`src/rtl/fifo_wr_arbiter.sv`:
```
// ============================================================================
// Module   : fifo_wr_arbiter
// Purpose  : Round-robin, burst-limited arbiter merging two writers into one FIFO
// Revision : 1.0
// ============================================================================
`default_nettype none

module fifo_wr_arbiter #(
  parameter int DATA_WIDTH = 8,
  parameter int BURST_LEN  = 4
) (
  input  logic                  clk,
  input  logic                  reset,
  input  logic                  req0_valid,
  input  logic [DATA_WIDTH-1:0] req0_data,
  output logic                  req0_ready,
  input  logic                  req1_valid,
  input  logic [DATA_WIDTH-1:0] req1_data,
  output logic                  req1_ready,
  input  logic                  fifo_full,
  output logic                  fifo_wr,
  output logic [DATA_WIDTH-1:0] fifo_wr_data,
  output logic [1:0]            grant,
  output logic [15:0]           cnt0,
  output logic [15:0]           cnt1
);

  localparam logic [0:0] c_idle      = 1'b0;
  localparam logic [0:0] c_serve     = 1'b1;
  localparam logic [7:0] c_last_beat = 8'(BURST_LEN - 1);

  logic [0:0]  state_q, state_d;
  logic [1:0]  grant_q, grant_d;
  logic [7:0]  beat_q,  beat_d;
  logic        ptr_q,   ptr_d;     // 1 = req1 was the last owner released
  logic [15:0] cnt0_q,  cnt0_d;
  logic [15:0] cnt1_q,  cnt1_d;

  logic w_owner_valid;
  logic w_other_valid;
  logic w_release;

  always_ff @(posedge clk) begin
    if (!reset) begin
      state_q <= c_idle;
      grant_q <= 2'b00;
      beat_q  <= 8'd0;
      ptr_q   <= 1'b1;
      cnt0_q  <= 16'd0;
      cnt1_q  <= 16'd0;
    end else begin
      state_q <= state_d;
      grant_q <= grant_d;
      beat_q  <= beat_d;
      ptr_q   <= ptr_d;
      cnt0_q  <= cnt0_d;
      cnt1_q  <= cnt1_d;
    end
  end

  always_comb begin
    w_owner_valid = (grant_q[0] & req0_valid) | (grant_q[1] & req1_valid);
    w_other_valid = grant_q[1] ? req0_valid : req1_valid;
    w_release     = (state_q == c_serve) &&
                    ((fifo_wr && (beat_q == c_last_beat)) || !w_owner_valid);

    state_d = state_q;
    grant_d = grant_q;
    beat_d  = beat_q;
    ptr_d   = ptr_q;
    cnt0_d  = cnt0_q;
    cnt1_d  = cnt1_q;

    if (fifo_wr && grant_q[0]) cnt0_d = cnt0_q + 16'd1;
    if (fifo_wr && grant_q[1]) cnt1_d = cnt1_q + 16'd1;

    case (state_q)
      c_idle: begin
        if (req0_valid || req1_valid) begin
          state_d = c_serve;
          if (req0_valid && req1_valid) grant_d = ptr_q ? 2'b01 : 2'b10;
          else                          grant_d = req0_valid ? 2'b01 : 2'b10;
        end
      end
      c_serve: begin
        if (w_release) begin
          ptr_d  = grant_q[1];
          beat_d = 8'd0;
          // A waiting peer always wins over a regrant, so handover has no idle gap.
          if (w_other_valid) begin
            grant_d = {grant_q[0], grant_q[1]};
          end else if (!w_owner_valid) begin
            state_d = c_idle;
            grant_d = 2'b00;
          end
        end else if (fifo_wr) begin
          beat_d = beat_q + 8'd1;
        end
      end
      default: begin
        state_d = c_idle;
        grant_d = 2'b00;
      end
    endcase
  end

  always_comb begin
    req0_ready   = reset & grant_q[0] & ~fifo_full;
    req1_ready   = reset & grant_q[1] & ~fifo_full;
    fifo_wr      = (req0_valid & req0_ready) | (req1_valid & req1_ready);
    fifo_wr_data = '0;
    if (grant_q[0])      fifo_wr_data = req0_data;
    else if (grant_q[1]) fifo_wr_data = req1_data;
  end

  assign grant = grant_q;
  assign cnt0  = cnt0_q;
  assign cnt1  = cnt1_q;

endmodule

`default_nettype wire

```
`config.mk`:
```
export PLATFORM = sky130hd
export DESIGN_NAME = fifo_wr_arbiter
export DESIGN_NICKNAME = d
export VERILOG_FILES = /design/src/rtl/fifo_wr_arbiter.sv
export SDC_FILE = /design/constraint.sdc
export NUM_CORES = 1
export LEC_CHECK = 0
export ABC_CLOCK_PERIOD_IN_PS = 2700
export CAP_MARGIN = 20
export CORE_MARGIN = 3
export CORE_UTILIZATION = 46
export CTS_CLUSTER_DIAMETER = 80
export CTS_CLUSTER_SIZE = 40
export DETAILED_ROUTE_END_ITERATION = 7
export PLACE_DENSITY = 0.82
export SETUP_SLACK_MARGIN = 0.5
export SLEW_MARGIN = 10
export SYNTH_ARGS = -nofsm -noshare
export SYNTH_HDL_FRONTEND = slang
export SYNTH_SLANG_ARGS = --single-unit
export TNS_END_PERCENT = 20
```
`constraint.sdc`:
```
create_clock -name clk -period 2.7 [get_ports clk]
set_input_delay 0.54 -clock clk [delete_from_list [all_inputs] [get_ports clk]]
set_output_delay 0.54 -clock clk [all_outputs]
set_load 0.02 [all_outputs]
```
==> images/pdn.png <==
The bar under the picture is 20 um long. Pins as bars on the die edge. Tap cells in grey.
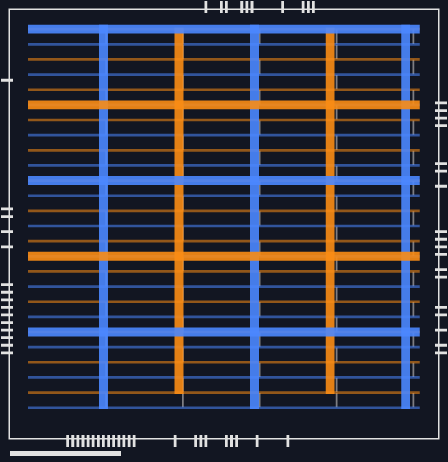
Key: VDD = orange; VSS = blue
66 signal pins sit on the boundary. 26 met1 rails follow the rows. 67 tap cells.

==> images/cell_classes.png <==
The bar under the picture is 20 um long.
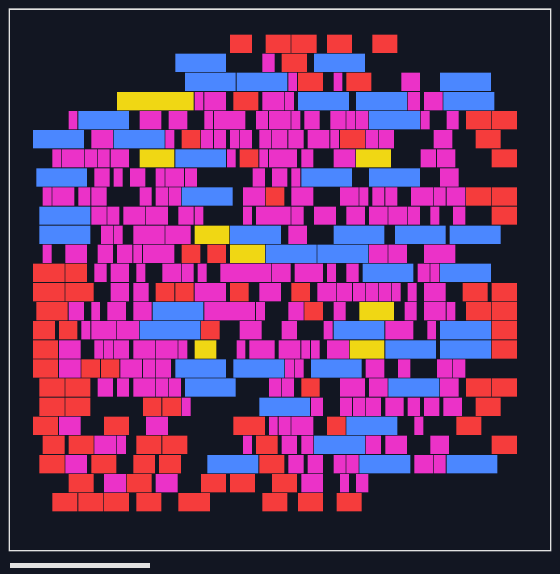
Key: clock drivers and dummy loads = yellow [cells 8]; flip-flops = blue [cells 44]; all other logic = magenta [cells 218]; other buffers and delay cells = red [cells 84]

==> impl_results.rst <==
Metrics
=======

.. list-table::
   :header-rows: 1

   * - Metric
     - Value
   * - Diodes inserted
     - 0
   * - Number of search-and-repair iterations in the first detailed-routing pass
     - 4
   * - Overall routed net length
     - 5.54 mm
   * - TritonCTS buffer count
     - 5
   * - Final HPWL from detailed placement
     - 4.02 mm
   * - Biggest area cells
     - dfxtp_1 (38%), xnor2_1 (6.1%), a21oi_1 (5.4%)
   * - Worst clock skew
     - 10.6 ps
   * - Clock Pin Slew Worst Setup and Hold Paths
     - 80 ps
   * - Post-detailed-route count of antenna-violating nets
     - 0
   * - Post-synth top area share
     - 38.1%
   * - Largest net degree at the start of global routing
     - 35
   * - Kind of end point of the critical path
     - output pin
   * - Placement-stage worst setup slack
     - 28.7 ps
   * - Global Route Usage Sum
     - 18.3%
   * - Clock sink count
     - 44
   * - Max rail drop VDD
     - 0.315 mV
   * - Number of pins exceeding their max-slew limit in the final report
     - 0
   * - Total global routing overflow
     - 0
   * - Post-synth top area cell
     - dfxtp_1
   * - DIE AREA
     - 0.00591 mm2
   * - Iteration-0 DRC count of the detailed router
     - 124
   * - Unrepaired setup endpoints after global routing
     - yes
   * - Insertion delay of the later-clocked pin in the worst-skew pair
     - 300 ps
   * - Actual slew at the worst max-slew pin
     - 551 ps
   * - Highest clock frequency the design can meet
     - 0.442 GHz
   * - Total cell area reported by yosys after synthesis
     - 0.00231 mm2
   * - Routability Congestion
     - 0.913
   * - Hold Crit Class
     - reg2reg
   * - Final design instance area without fill
     - 0.00329 mm2
   * - Post-synth cell types
     - 42
   * - Status
     - finished, final reports clean
   * - Number of antenna violations at the first check in global routing
     - 0
   * - Sequential element share of the synthesized area
     - 38.1%
   * - Post-synthesis average cell area
     - 8.34 um2
   * - Per-cell routed wire length
     - 13.2 um
   * - Cell type with the highest occurrence count on the critical path
     - clkdlybuf4s50_1
   * - Cell Rows
     - 25
   * - Yosys Warn Count
     - 0
   * - Async set-or-reset flop fraction in the synthesized netlist
     - 0%
   * - Flop and latch count out of synthesis
     - 44
   * - Yosys cell count
     - 277
   * - Final period demand of the worst path
     - 2260 ps
   * - Total power density per cell area
     - 420 mW/mm2
   * - Share of cells above drive strength 1
     - 12.1%
   * - Setup violations, final
     - 0
   * - Die X-Extent
     - 76.9 um
   * - Critical path buffers and inverters
     - 2
   * - I/O pin count
     - 66
   * - Synthesized cell area
     - 0.00231 mm2
   * - Core Box Area
     - 0.00479 mm2
   * - Die height
     - 76.9 um
   * - H-Tree Level Count
     - 2
   * - Buffer levels on the longest clock path
     - 2
   * - Number of maximum-capacitance violations
     - 0
   * - Via count of the first global-routing pass
     - 2094
   * - First-pass GRT wire length
     - 9.16 mm
   * - Leak
     - 0.00117 uW
   * - Layout net count
     - 377
   * - Starting density of the core
     - 48.3%
   * - Post-route worst setup slack
     - 437 ps
   * - Type of element launching the critical path
     - primary input
   * - Max Fanout on Critical Path
     - 1
   * - Data required, critical path
     - 2160 ps
   * - Mapped Cells
     - 277
==> images/clock_map.png <==
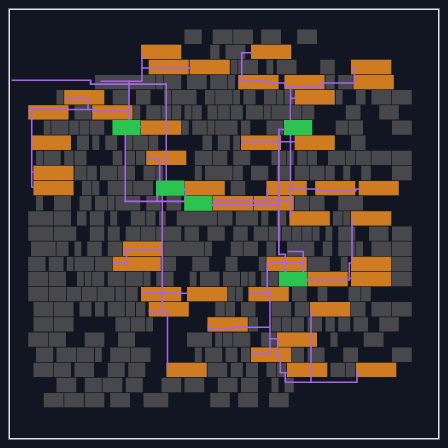
Key: cells driving clock nets = green [count 5]; clock wires = purple [length 476 um]; flip-flops = orange [count 44]
There are 6 routed clock nets. Position of the flops: widely spread.

[per-layer routing]
layer	share of wire, %	global-route usage (%)
met3	5.2	3.76
met1	45	22.9
met4	0.97	5.25
met2	49	31.8
met5	0	0
[cell usage in the layout (no fill, tap or decap), types with 7 or more instances in the layout]
cell type,instances
clkdlybuf4s50_1,53
dfxtp_1,43
nor2_1,24
a21oi_1,24
buf_4,18
nand2_1,17
xnor2_1,16
o31ai_1,13
nand3_1,13
nand4_1,12
a22o_1,11
o21ai_0,11
inv_1,10
or4_1,10
dlygate4sd2_1,7
[worst paths after layout]
kind	from	endpoint	slack [ps]	cells after the start
worst max-delay path	req0_data[5]	fifo_wr_data[5]	440	3
worst min-delay path	cnt1[15]	cnt1[15]	480	2
worst max register to register	cnt1[0]	cnt1[10]	740	5
worst min register to register	cnt1[15]	cnt1[15]	480	2
[per-stage QoR]
step                hold WS [ps]  total power [uW]  std cells
floorplan                    452               778        277
global placement             462               874        412
detailed placement           474               876        412
CTS                          486              1390        420
global route                 518              1430        421
finish                       479              1380        421
[tightest hold or removal path, cell delays in order (launching register included)]
cell and delay [ps]:
dfxtp_1 330, o31ai_1 60, a21oi_1 50
[kinds of logic after synthesis]
group | after synthesis | share of synthesized area [%]
DFF | 44 | 38.1
adders and majority gates | 3 | 1.62
buffers and inverters | 26 | 4.76
xor gates and xnor gates | 18 | 6.82
muxes | 2 | 0.866
and+or+nand+nor | 111 | 27.3
AOI/OAI and AO/OA | 73 | 20.5
[timing repair]
action / 4_1_cts / 5_1_grt
setup buffers: 0 / 1
pin swaps: 0 / 4
setup endpoints to repair: 25 / 24
gates resized: 9 / 14
[where the power goes]
| part | leakage (uW) | switching (uW) | internal, uW |
|---|---|---|---|
| registers | 0.000356 | 13.2 | 656 |
| logic | 0.000748 | 94.4 | 96.2 |
| clock network | 0.0000614 | 219 | 302 |
[registers in the layout (all words and copies together) (netlist names)]
signal / cells
ptr_q: 1
state_q: 1
cnt0: 16
beat_q: 8
cnt1: 16
grant: 2
[layout make-up]
type                       instances  area [um2]
clock buffer                       6        82.6
clock inverter                     2        38.8
fill                             389        1500
inverter                          11        41.3
multi-input combinational        207        1350
sequential                        44         885
tap                               67        83.8
timing repair buffer              84         801
No activity file was given, so power comes from the tool's default toggle rates.
